File: src/rtl/vga_timing_pkg.sv
`default_nettype none
// ============================================================================
// Module   : vga_timing_pkg
// Purpose  : Default 640x480@60 raster constants, line/frame total helpers,
//            RGB444 pixel type and the shared pipeline flag bundle.
// Revision : 1.0  initial release
// ============================================================================
package vga_timing_pkg;

  // Raster counters are kept at a fixed width wide enough for any legal mode.
  localparam int CNT_W = 12;

  localparam int H_ACTIVE_DEF = 640;
  localparam int H_FRONT_DEF  = 16;
  localparam int H_SYNC_DEF   = 96;
  localparam int H_BACK_DEF   = 48;
  localparam int V_ACTIVE_DEF = 480;
  localparam int V_FRONT_DEF  = 10;
  localparam int V_SYNC_DEF   = 2;
  localparam int V_BACK_DEF   = 33;

  // Both sync pins are active-low.
  localparam logic SYNC_ACTIVE = 1'b0;

  typedef logic [11:0] rgb444_t;

  // Per-pixel raster flags carried alongside the buffer read.
  typedef struct packed {
    logic valid;
    logic active;
    logic in_grid;
    logic hs;
    logic vs;
    logic first;
  } pix_flags_t;

  function automatic int h_tot(input int act, input int front, input int sync, input int back);
    return act + front + sync + back;
  endfunction

  function automatic int v_tot(input int act, input int front, input int sync, input int back);
    return act + front + sync + back;
  endfunction

endpackage
`default_nettype wire

File: src/rtl/vga_timing_gen.sv
`default_nettype none
// ============================================================================
// Module   : vga_timing_gen
// Purpose  : Horizontal/vertical raster counters with combinational decode of
//            sync levels and the active-video window.
// Revision : 1.0  initial release
// ============================================================================
module vga_timing_gen
  import vga_timing_pkg::*;
#(
  parameter int p_h_active = H_ACTIVE_DEF,
  parameter int p_h_front  = H_FRONT_DEF,
  parameter int p_h_sync   = H_SYNC_DEF,
  parameter int p_h_back   = H_BACK_DEF,
  parameter int p_v_active = V_ACTIVE_DEF,
  parameter int p_v_front  = V_FRONT_DEF,
  parameter int p_v_sync   = V_SYNC_DEF,
  parameter int p_v_back   = V_BACK_DEF
) (
  input  logic             clk,
  input  logic             rst,
  output logic [CNT_W-1:0] h_o,
  output logic [CNT_W-1:0] v_o,
  output logic             hs_o,
  output logic             vs_o,
  output logic             active_o
);

  localparam int H_TOT = h_tot(p_h_active, p_h_front, p_h_sync, p_h_back);
  localparam int V_TOT = v_tot(p_v_active, p_v_front, p_v_sync, p_v_back);

  localparam logic [CNT_W-1:0] H_LAST   = CNT_W'(H_TOT - 1);
  localparam logic [CNT_W-1:0] V_LAST   = CNT_W'(V_TOT - 1);
  localparam logic [CNT_W-1:0] H_ACT    = CNT_W'(p_h_active);
  localparam logic [CNT_W-1:0] V_ACT    = CNT_W'(p_v_active);
  localparam logic [CNT_W-1:0] HS_START = CNT_W'(p_h_active + p_h_front);
  localparam logic [CNT_W-1:0] HS_END   = CNT_W'(p_h_active + p_h_front + p_h_sync);
  localparam logic [CNT_W-1:0] VS_START = CNT_W'(p_v_active + p_v_front);
  localparam logic [CNT_W-1:0] VS_END   = CNT_W'(p_v_active + p_v_front + p_v_sync);

  logic [CNT_W-1:0] h_q, h_d;
  logic [CNT_W-1:0] v_q, v_d;

  // Next raster position: h wraps at end of line, v advances on each wrap.
  always_comb begin
    h_d = h_q + 1'b1;
    v_d = v_q;
    if (h_q == H_LAST) begin
      h_d = '0;
      v_d = (v_q == V_LAST) ? '0 : v_q + 1'b1;
    end
  end

  // Counter registers; reset parks the raster at (0,0).
  always_ff @(posedge clk or negedge rst) begin
    if (!rst) begin
      h_q <= '0;
      v_q <= '0;
    end else begin
      h_q <= h_d;
      v_q <= v_d;
    end
  end

  assign h_o      = h_q;
  assign v_o      = v_q;
  assign hs_o     = ((h_q >= HS_START) && (h_q < HS_END)) ? SYNC_ACTIVE : ~SYNC_ACTIVE;
  assign vs_o     = ((v_q >= VS_START) && (v_q < VS_END)) ? SYNC_ACTIVE : ~SYNC_ACTIVE;
  assign active_o = (h_q < H_ACT) && (v_q < V_ACT);

endmodule
`default_nettype wire

File: src/rtl/vga_char_scanner.sv
`default_nettype none
// ============================================================================
// Module   : vga_char_scanner
// Purpose  : Walks the 8x8 character grid in raster order, addresses the
//            character buffer and turns returned glyph bits into RGB pixels
//            aligned with hsync/vsync.
// Revision : 1.0  initial release
// ============================================================================
module vga_char_scanner
  import vga_timing_pkg::*;
#(
  parameter int      p_num_rows     = 32,
  parameter int      p_num_cols     = 32,
  parameter int      p_h_active     = H_ACTIVE_DEF,
  parameter int      p_h_front      = H_FRONT_DEF,
  parameter int      p_h_sync       = H_SYNC_DEF,
  parameter int      p_h_back       = H_BACK_DEF,
  parameter int      p_v_active     = V_ACTIVE_DEF,
  parameter int      p_v_front      = V_FRONT_DEF,
  parameter int      p_v_sync       = V_SYNC_DEF,
  parameter int      p_v_back       = V_BACK_DEF,
  parameter int      p_read_latency = 0,
  parameter rgb444_t p_fg           = 12'hFFF,
  parameter rgb444_t p_bg           = 12'h000
) (
  input  logic        clk,
  input  logic        rst,
  output logic [6:0]  read_hchar,
  output logic [5:0]  read_vchar,
  output logic [2:0]  read_hoffset,
  output logic [2:0]  read_voffset,
  input  logic        read_lit,
  output logic        vga_hsync,
  output logic        vga_vsync,
  output logic [11:0] vga_rgb,
  output logic        frame_start
);

  localparam logic [CNT_W-1:0] GRID_W = CNT_W'(p_num_cols * 8);
  localparam logic [CNT_W-1:0] GRID_H = CNT_W'(p_num_rows * 8);

  // Parameter range checks at elaboration.
  if ((p_num_rows < 1) || (p_num_rows > 64) || (p_num_rows * 8 > p_v_active)) begin : g_bad_rows
    $error("vga_char_scanner: p_num_rows out of range");
  end
  if ((p_num_cols < 1) || (p_num_cols > 128) || (p_num_cols * 8 > p_h_active)) begin : g_bad_cols
    $error("vga_char_scanner: p_num_cols out of range");
  end
  if ((p_read_latency != 0) && (p_read_latency != 1)) begin : g_bad_lat
    $error("vga_char_scanner: p_read_latency must be 0 or 1");
  end
  if ((h_tot(p_h_active, p_h_front, p_h_sync, p_h_back) > (1 << CNT_W)) ||
      (v_tot(p_v_active, p_v_front, p_v_sync, p_v_back) > (1 << CNT_W))) begin : g_bad_tot
    $error("vga_char_scanner: raster totals exceed counter width");
  end

  logic [CNT_W-1:0] h, v;
  logic             hs, vs, active;

  vga_timing_gen #(
    .p_h_active (p_h_active), .p_h_front (p_h_front),
    .p_h_sync   (p_h_sync),   .p_h_back  (p_h_back),
    .p_v_active (p_v_active), .p_v_front (p_v_front),
    .p_v_sync   (p_v_sync),   .p_v_back  (p_v_back)
  ) u_timing (
    .clk      (clk),
    .rst      (rst),
    .h_o      (h),
    .v_o      (v),
    .hs_o     (hs),
    .vs_o     (vs),
    .active_o (active)
  );

  // Address is {hchar,vchar,hoffset,voffset}.
  logic [18:0]  addr_q, addr_d;
  pix_flags_t   flags_q, flags_d;
  pix_flags_t   flags_al;
  logic         in_grid;

  // Stage 1 decode: grid address (zero outside the grid) and raster flags.
  always_comb begin
    in_grid = (h < GRID_W) && (v < GRID_H);
    addr_d  = in_grid ? {h[9:3], v[8:3], h[2:0], v[2:0]} : '0;
    flags_d = '{valid:   1'b1,
                active:  active,
                in_grid: in_grid,
                hs:      hs,
                vs:      vs,
                first:   (h == '0) && (v == '0)};
  end

  // Stage 1 registers drive the buffer address directly.
  always_ff @(posedge clk or negedge rst) begin
    if (!rst) begin
      addr_q  <= '0;
      flags_q <= '0;
    end else begin
      addr_q  <= addr_d;
      flags_q <= flags_d;
    end
  end

  assign read_hchar   = addr_q[18:12];
  assign read_vchar   = addr_q[11:6];
  assign read_hoffset = addr_q[5:3];
  assign read_voffset = addr_q[2:0];

  // Flags wait for the buffer so they meet read_lit in the same cycle.
  if (p_read_latency == 1) begin : g_lat1
    pix_flags_t flags_dly_q;
    // One-cycle flag delay matching a registered buffer read.
    always_ff @(posedge clk or negedge rst) begin
      if (!rst) flags_dly_q <= '0;
      else      flags_dly_q <= flags_q;
    end
    assign flags_al = flags_dly_q;
  end else begin : g_lat0
    assign flags_al = flags_q;
  end

  logic    hsync_q, hsync_d;
  logic    vsync_q, vsync_d;
  rgb444_t rgb_q, rgb_d;
  logic    fs_q, fs_d;

  // Stage 2 colour mapping; invalid slots present reset-level outputs.
  always_comb begin
    hsync_d = ~SYNC_ACTIVE;
    vsync_d = ~SYNC_ACTIVE;
    rgb_d   = '0;
    fs_d    = 1'b0;
    if (flags_al.valid) begin
      hsync_d = flags_al.hs;
      vsync_d = flags_al.vs;
      fs_d    = flags_al.first;
      if (!flags_al.active)                   rgb_d = '0;
      else if (flags_al.in_grid && read_lit)  rgb_d = p_fg;
      else                                    rgb_d = p_bg;
    end
  end

  // Stage 2 output registers.
  always_ff @(posedge clk or negedge rst) begin
    if (!rst) begin
      hsync_q <= ~SYNC_ACTIVE;
      vsync_q <= ~SYNC_ACTIVE;
      rgb_q   <= '0;
      fs_q    <= 1'b0;
    end else begin
      hsync_q <= hsync_d;
      vsync_q <= vsync_d;
      rgb_q   <= rgb_d;
      fs_q    <= fs_d;
    end
  end

  assign vga_hsync   = hsync_q;
  assign vga_vsync   = vsync_q;
  assign vga_rgb     = rgb_q;
  assign frame_start = fs_q;

endmodule
`default_nettype wire
File: config.mk
export PLATFORM = sky130hd
export DESIGN_NAME = vga_char_scanner
export DESIGN_NICKNAME = d
export VERILOG_FILES = /design/src/rtl/vga_timing_pkg.sv /design/src/rtl/vga_timing_gen.sv /design/src/rtl/vga_char_scanner.sv
export SDC_FILE = /design/constraint.sdc
export NUM_CORES = 1
export LEC_CHECK = 0
export ABC_AREA = 1
export CAP_MARGIN = 0
export CORE_MARGIN = 5
export CORE_UTILIZATION = 48
export DETAILED_ROUTE_END_ITERATION = 16
export HOLD_SLACK_MARGIN = 0.15
export PLACE_DENSITY = 0.72
export SYNTH_ARGS = -nofsm -noshare
export SYNTH_HDL_FRONTEND = slang
export SYNTH_SLANG_ARGS = --single-unit
File: constraint.sdc
create_clock -name clk -period 1.6 [get_ports clk]
set_clock_uncertainty 0.1 [all_clocks]
set_input_delay 0.32 -clock clk [delete_from_list [all_inputs] [get_ports clk]]
set_output_delay 0.32 -clock clk [all_outputs]
set_load 0.1 [all_outputs]
==> run_results.csv, run 1 <==
group,metric,value,unit
cts,postCtsHoldBufs,1,
timing,timing.final.crit_period,1.56,ns
detailed_routing,drc_errors,0,
power_and_ir_drop,power_per_cell_area,738,mW/mm^2
placed_design,dpl.cell_count,382,
synth,ys_warn_count,0,
layout,lay_top_count,"dfrtp_1",
status,outcome,"finished, final reports clean",
setup_path,cp_common_cell,"buf_12",
cts,cts-resized-gates,1,
floorplan,core,0.00507,sq mm
synth,common_cells,"dfrtp_1, nand2_1, inv_1, nor2_1, nand3_1",
synth,syn_inst,277,
placed_design,io_buffers,36,
synth,ys_seq_frac,0.536,
run,maxCapViolCount,0,
setup_path,cp_top_family,"flip-flops",
setup_path,required,1.18,ns
cts,h-tree-depth,2,
placed_design,dp_worst_setup_slack,0.0692,ns
floorplan,io-pin-count,37,
detailed_routing,drt_pre_antenna_iters,5,
detailed_routing,wl_per_cell,13.9,um
synth,synth_area_per_cell,8.94,sq um
==> run 1: sequential cells by signal, summed over array words and instances (netlist names) <==
name,count
u_timing.h_o,12
frame_start,1
addr_q,19
vga_hsync,1
vga_vsync,1
u_timing.v_o,12
vga_rgb,1
flags_al,6
==> run 1: worst reg2reg max path, delay by kind of cell (launching register included) <==
kind | cells | cell delay (ns)
xor gates and xnor gates | 1 | 0.13
buffers and inverters | 2 | 0.19
DFF | 1 | 0.41
and+or+nand+nor | 4 | 0.59
==> run 1: layer usage <==
layer	global-route usage	up-vias	part of all wire
met2	0.301	87	0.52
met5	0	-	0
met4	0.0532	0	0.010
li1	-	941	-
met1	0.222	935	0.40
met3	0.0230	6	0.070
==> run 1: cell families after synthesis <==
kind of cell    after synthesis  share of synthesized area
compound gates               18                     0.0419
xor+xnor                      9                     0.0318
fa+ha+maj                     4                     0.0202
buf+inv                      59                      0.114
flops                        53                      0.536
other cells                   2                    0.00303
simple gates                132                      0.253
==> run 1: cell type report <==
type	count	area (sq um)	share of cell area
clock buffer	6	72.6	0.0210
clock inverter	2	38.8	0.0112
inverter	44	168	0.0486
multi-input combinational	167	895	0.259
sequential	53	1330	0.386
tap	70	87.6	0.0254
timing repair buffer	52	860	0.249
==> run 1: final timing paths <==
kind	start	to	slack, ns
worst max register to register	u_timing.h_o[0]	u_timing.h_o[11]	0.08
worst min-delay path	flags_al[2]	vga_hsync	0.34
worst max-delay path	vga_rgb[10]	vga_rgb[7]	0.04
min in group asynchronous	rst	addr_q[15]	0.42
max in group asynchronous	rst	vga_vsync	0.68
worst min register to register	flags_al[2]	vga_hsync	0.34
==> run 1: report_power, final <==
part | switching, mW | internal (mW) | total (mW)
Clock | 0.435 | 0.470 | 0.905
Combinational | 0.195 | 0.0949 | 0.290
Sequential | 0.00683 | 1.35 | 1.35
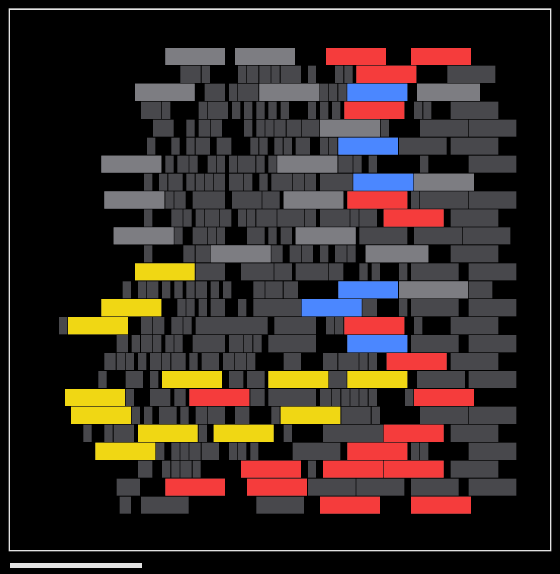
*Where the registers sit, run 1*
Scale bar: 20 um. Other sequential cells in the stronger gray, the rest of the logic in the fainter gray.
Key: yellow = u_timing.h_o [placed flops 12]; red = addr_q [placed flops 19]; blue = flags_al [placed flops 6]
Core Util, Final: 0.680
Seq area share: 0.386
FF+latch area: 0.00133 sq mm
Seq. pwr: 1.35 mW

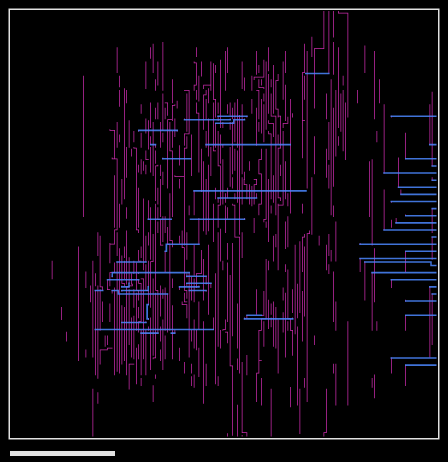
*Metal layers overlaid, run 1*
Scale bar: 20 um. Only two layers are drawn.
Key: blue = M3 [wire length 385 um]; magenta = M2 [wire length 2830 um]

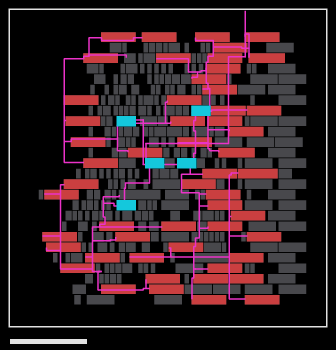
*Routed clock nets over the placement, run 1*
Scale bar: 20 um.
Key: red = flip-flops [count 53]; magenta = clock wires [length 613 um]; cyan = clock-net drivers [count 5]
There are 6 routed clock nets.

## Run 2: what changed since run 1
--- a/config.mk
+++ b/config.mk
@@ -8,10 +8,11 @@
 export ABC_AREA = 1
 export CAP_MARGIN = 0
 export CORE_MARGIN = 5
-export CORE_UTILIZATION = 48
+export CORE_UTILIZATION = 49
 export DETAILED_ROUTE_END_ITERATION = 16
 export HOLD_SLACK_MARGIN = 0.15
-export PLACE_DENSITY = 0.72
+export PLACE_DENSITY = 0.73
 export SYNTH_ARGS = -nofsm -noshare
 export SYNTH_HDL_FRONTEND = slang
+export SYNTH_HIERARCHICAL = 1
 export SYNTH_SLANG_ARGS = --single-unit
==> constraint.sdc (replaced) <==
create_clock -name clk -period 1.6 [get_ports clk]
set_clock_uncertainty 0.1 [all_clocks]
set_input_delay 0.16 -clock clk [delete_from_list [all_inputs] [get_ports clk]]
set_output_delay 0.16 -clock clk [all_outputs]
set_load 0.1 [all_outputs]
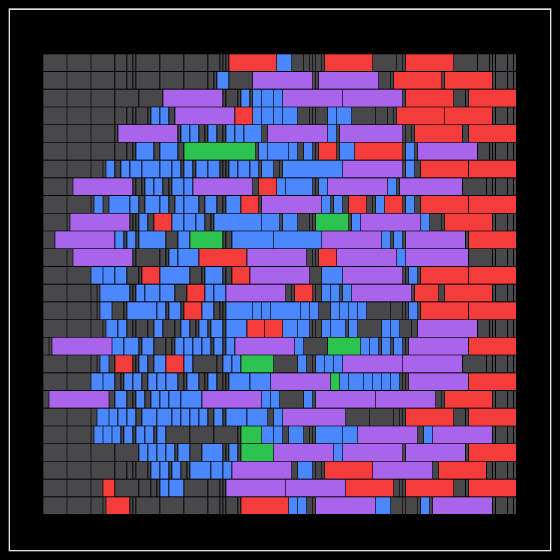
*Cells colored by class, run 2*
Fill, decap, tap and diode cells in gray.
Key: red = remaining buffers and delay cells [cells 56, share of their area 25%]; blue = remaining logic cells [cells 229, share of their area 34%]; green = clock drivers and dummy loads [cells 8, share of their area 3.2%]; purple = registers [cells 53, share of their area 38%]
Core Util, Final: 0.696
Seq area share: 0.372
Rows: 26
area of the core: 0.00514 sq mm
Final Cell Area: 0.00358 sq mm

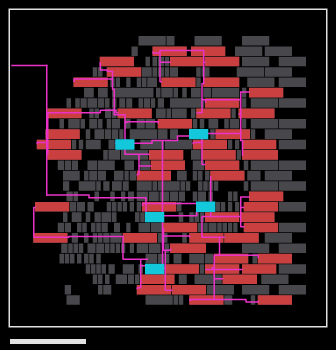
*Routed clock nets over the placement, run 2*
Scale bar: 20 um.
Key: cyan = clock-net drivers [count 5]; magenta = clock wires [length 555 um]; red = flip-flops [count 53]
There are 6 routed clock nets.

==> run 2 against run 1 <==
Sequential power barely moved. Worst setup slack improved by 0.048 ns. Sequential share of layout area fell by 1.4 points. Wire length fell by 1.1%. Synthesized cell count rose by 6.5%. Non-clock buffer count rose by 4. Global-route usage fell by 1.1 points. Die size rose by 2.6%. Area after synthesis rose by 5.1%. Critical path depth rose by 6.
==> run_results.csv, run 2 <==
group,metric,value,unit
status,outcome,"finished, final reports clean",
timing,timing.final.crit_period,1.52,ns
global_routing,met1_usage,0.210,
global_routing,busiest_layer,"met2",
layout,lay_top_count,"nand2_1",
placed_design,dp_worst_setup_slack,0.0265,ns
detailed_routing,wl_per_cell,13.0,um
layout,largest_reg_flops,19,
setup_path,cp_top_family,"simple AND/OR/NAND/NOR gates",
power_and_ir_drop,p_seq_frac,0.535,
setup_path,r2r_slack,0.08,ns
setup_path,reg2reg_to,"u_timing/h_o[0]",
floorplan,io-pin-count,37,
global_routing,grt_util_met2,0.265,
cts,h-tree-depth,2,
power_and_ir_drop,power_per_cell_area,705,mW/mm^2
synth,common_cells,"dfrtp_1, nand2_1, inv_1, nor2_1, nand3_1",
power_and_ir_drop,clockPowerShare,0.353,
layout,regArea,0.00133,sq mm
synth,syn_inst,295,
## run 2: power by group through the flow
stage | logic, mW | registers, mW | clock network, mW
2_1_floorplan | 0.131 | 1.42 | 0
3_3_place_gp | 0.280 | 1.38 | 0
3_5_place_dp | 0.283 | 1.38 | 0
4_1_cts | 0.285 | 1.35 | 0.917
5_1_grt | 0.293 | 1.35 | 0.966
6_report | 0.281 | 1.35 | 0.891
## run 2: cell type report
class | instances | share of cell area
timing repair buffer | 56 | 0.244
sequential | 53 | 0.372
clock buffer | 6 | 0.0203
multi-input combinational | 181 | 0.276
inverter | 48 | 0.0525
tap | 70 | 0.0245
clock inverter | 2 | 0.0108
## run 2: cell families after synthesis
family,share of synthesized area
adder cells (fa/ha/maj),0.0240
buffers and inverters,0.121
flip-flops,0.511
XOR/XNOR,0.0269
AND/OR/NAND/NOR,0.273
other,0.00289
AND-OR/OR-AND,0.0418
## run 2: how the worst max path moves through the flow
stage | to
floorplan | u_timing/v_o[5]
global placement | u_timing/v_o[4]
detailed placement | u_timing/v_o[4]
CTS | u_timing/v_o[4]
global route | u_timing/h_o[10]
finish | u_timing/h_o[0]
## run 2: metal layers
layer / routed length (um) / vias to the layer above
li1: - / 987
met1: 2270 / 937
met2: 2740 / 63
met3: 294 / 9
met4: 110 / 0
met5: 0 / -
## run 2: repair_timing
item	4_1_cts	5_1_grt
hold endpoints to repair	51	0
buffers inserted	0	6
hold buffers	1	0
setup endpoints to repair	0	15
gates resized	0	8
## Run 3: what changed since run 2
--- a/config.mk
+++ b/config.mk
@@ -6,12 +6,12 @@
 export NUM_CORES = 1
 export LEC_CHECK = 0
 export ABC_AREA = 1
-export CAP_MARGIN = 0
+export CAP_MARGIN = 20
 export CORE_MARGIN = 5
-export CORE_UTILIZATION = 49
+export CORE_UTILIZATION = 58
 export DETAILED_ROUTE_END_ITERATION = 16
 export HOLD_SLACK_MARGIN = 0.15
-export PLACE_DENSITY = 0.73
+export PLACE_DENSITY = 0.81
 export SYNTH_ARGS = -nofsm -noshare
 export SYNTH_HDL_FRONTEND = slang
 export SYNTH_HIERARCHICAL = 1
==> constraint.sdc (replaced) <==
create_clock -name clk -period 1.75 [get_ports clk]
set_clock_uncertainty 0.1 [all_clocks]
set_input_delay 0.175 -clock clk [delete_from_list [all_inputs] [get_ports clk]]
set_output_delay 0.175 -clock clk [all_outputs]
set_load 0.1 [all_outputs]
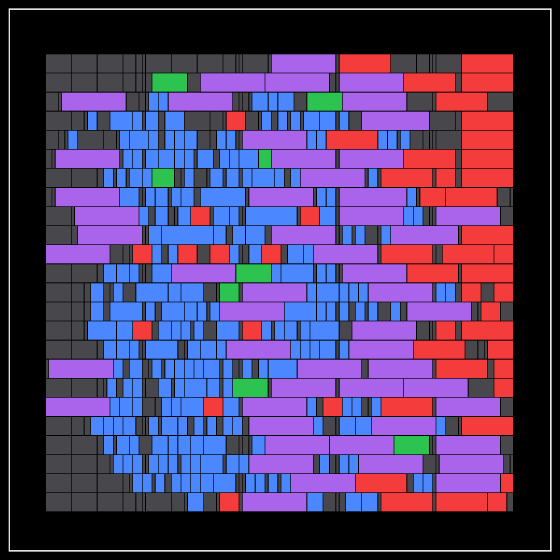
*Cells colored by class, run 3*
Fill, decap, tap and diode cells in gray.
Key: red = remaining buffers and delay cells [cells 50, share of their area 21%]; blue = remaining logic cells [cells 229, share of their area 35%]; green = clock drivers and dummy loads [cells 8, share of their area 2.8%]; purple = registers [cells 53, share of their area 41%]

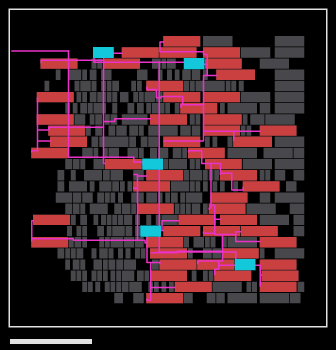
*Routed clock nets over the placement, run 3*
Scale bar: 20 um.
Key: red = flip-flops [count 53]; magenta = clock wires [length 545 um]; cyan = clock-net drivers [count 5]
There are 6 routed clock nets. Position of the flops: all over the die.
clk_lat worst skew: 0.31 ns
Power Clock: 692 uW
Clk network pwr share: 0.319

==> run 3 against run 2 <==
Clock power is 22% lower. Critical path type unchanged. Cell area is 6.6% lower. Global-route usage is 2.6 points higher. Critical endpoint is now u_timing/v_o[8]. Highest routed layer unchanged.
==> run_results.csv, run 3 <==
group,metric,value,unit
status,outcome,"finished, final reports clean",
run,maxCapViolCount,0,
cts,cts-resized-gates,0,
layout,comb_area,966,sq um
global_routing,met3_usage,0.0445,
setup_path,required,1.88,ns
power_and_ir_drop,net-switching-power,588,uW
placed_design,io_buffers,36,
synth,synth-xor-area-share,0.0269,
floorplan,row_count,24,
synth,ys_seq_frac,0.511,
synth,ys_sh_simple,0.273,
setup_path,reg2reg_from,"u_timing/h_o[1]",
power_and_ir_drop,combPwrFrac,0.108,
detailed_routing,drt_pre_antenna_iters,4,
power_and_ir_drop,intPower,1.58,mW
detailed_routing,top_layer,"met4",
global_routing,grt_util_met2,0.314,
setup_path,cp_top_family,"simple AND/OR/NAND/NOR gates",
power_and_ir_drop,leakagePower,1.68,nW
synth,synth_area_per_cell,8.82,sq um
layout,largest-register,"addr_q",
layout,regArea,0.00133,sq mm
detailed_routing,drt-met1-wl,2190,um
detailed_routing,wl_per_cell,13.6,um
synth,yosys.area_share.aoi,0.0418,
global_routing,busiest_layer,"met2",
synth,ys_warn_count,6,
setup_path,r2r_slack,0.05,ns
floorplan,core,0.00435,sq mm
global_routing,met1_usage,0.233,
cts,h-tree-depth,2,
power_and_ir_drop,power_per_cell_area,649,mW/mm^2
floorplan,io-pin-count,37,
synth,ys_sh_mux,0,
synth,logic_family,"simple AND/OR/NAND/NOR gates",
detailed_routing,routed-wl-met3,333,um
synth,syn_inst,295,
power_and_ir_drop,p_sw_frac,0.271,
layout,fin_util,0.767,
==> run 3: final cells by class <==
cell class,count,share of cell area
clock buffers,5,0.0206
multi-input cells,181,0.289
clock inverters,3,0.00637
well taps,52,0.0195
repair buffers,50,0.211
inverters,48,0.0555
flip-flops and latches,53,0.398
==> run 3: repair_timing <==
| action | CTS | global route |
|---|---|---|
| hold endpoints to repair | 53 | 0 |
| setup buffers | 0 | 8 |
| hold buffers | 1 | 0 |
| setup endpoints to repair | 0 | 11 |
==> run 3: worst max path at each step <==
stage	from	end	slack, ns	depth (start not counted)
floorplan	u_timing/h_o[0]	u_timing/v_o[5]	0.20	9
CTS	u_timing/h_o[1]	u_timing/v_o[5]	0.05	8
detailed placement	u_timing/h_o[1]	u_timing/v_o[2]	0.08	8
global placement	u_timing/h_o[1]	u_timing/v_o[4]	0.15	8
finish	u_timing/h_o[1]	u_timing/v_o[8]	0.05	8
global route	u_timing/h_o[1]	u_timing/v_o[8]	-0.04	8
==> run 3: stage by stage <==
stage	TNS [ns]	std cells	setup slack (ns)
floorplan	0	297	0.196
global placement	0	375	0.148
detailed placement	0	375	0.0796
CTS	0	384	0.0516
global route	-0.161	392	-0.0434
finish	0	392	0.0499
==> run 3: power by group through the flow <==
stage	Clock, mW	Combinational, mW	Sequential, mW
after floorplan	0	0.119	1.29
after global placement	0	0.233	1.27
after detailed placement	0	0.234	1.27
after CTS	0.709	0.236	1.24
after global routing	0.766	0.242	1.25
final	0.692	0.233	1.24
==> run 3: worst register-to-register path, stage by stage (launching register included) <==
cell	delay [ns]
dfrtp_1	0.43
ha_1	0.23
nand2_2	0.10
nor2_8	0.14
nand3_4	0.11
nor2_8	0.21
buf_4	0.16
nand3_1	0.07
o21ai_0	0.09
Power figures rest on the tool's default switching activity, not on a simulated workload.
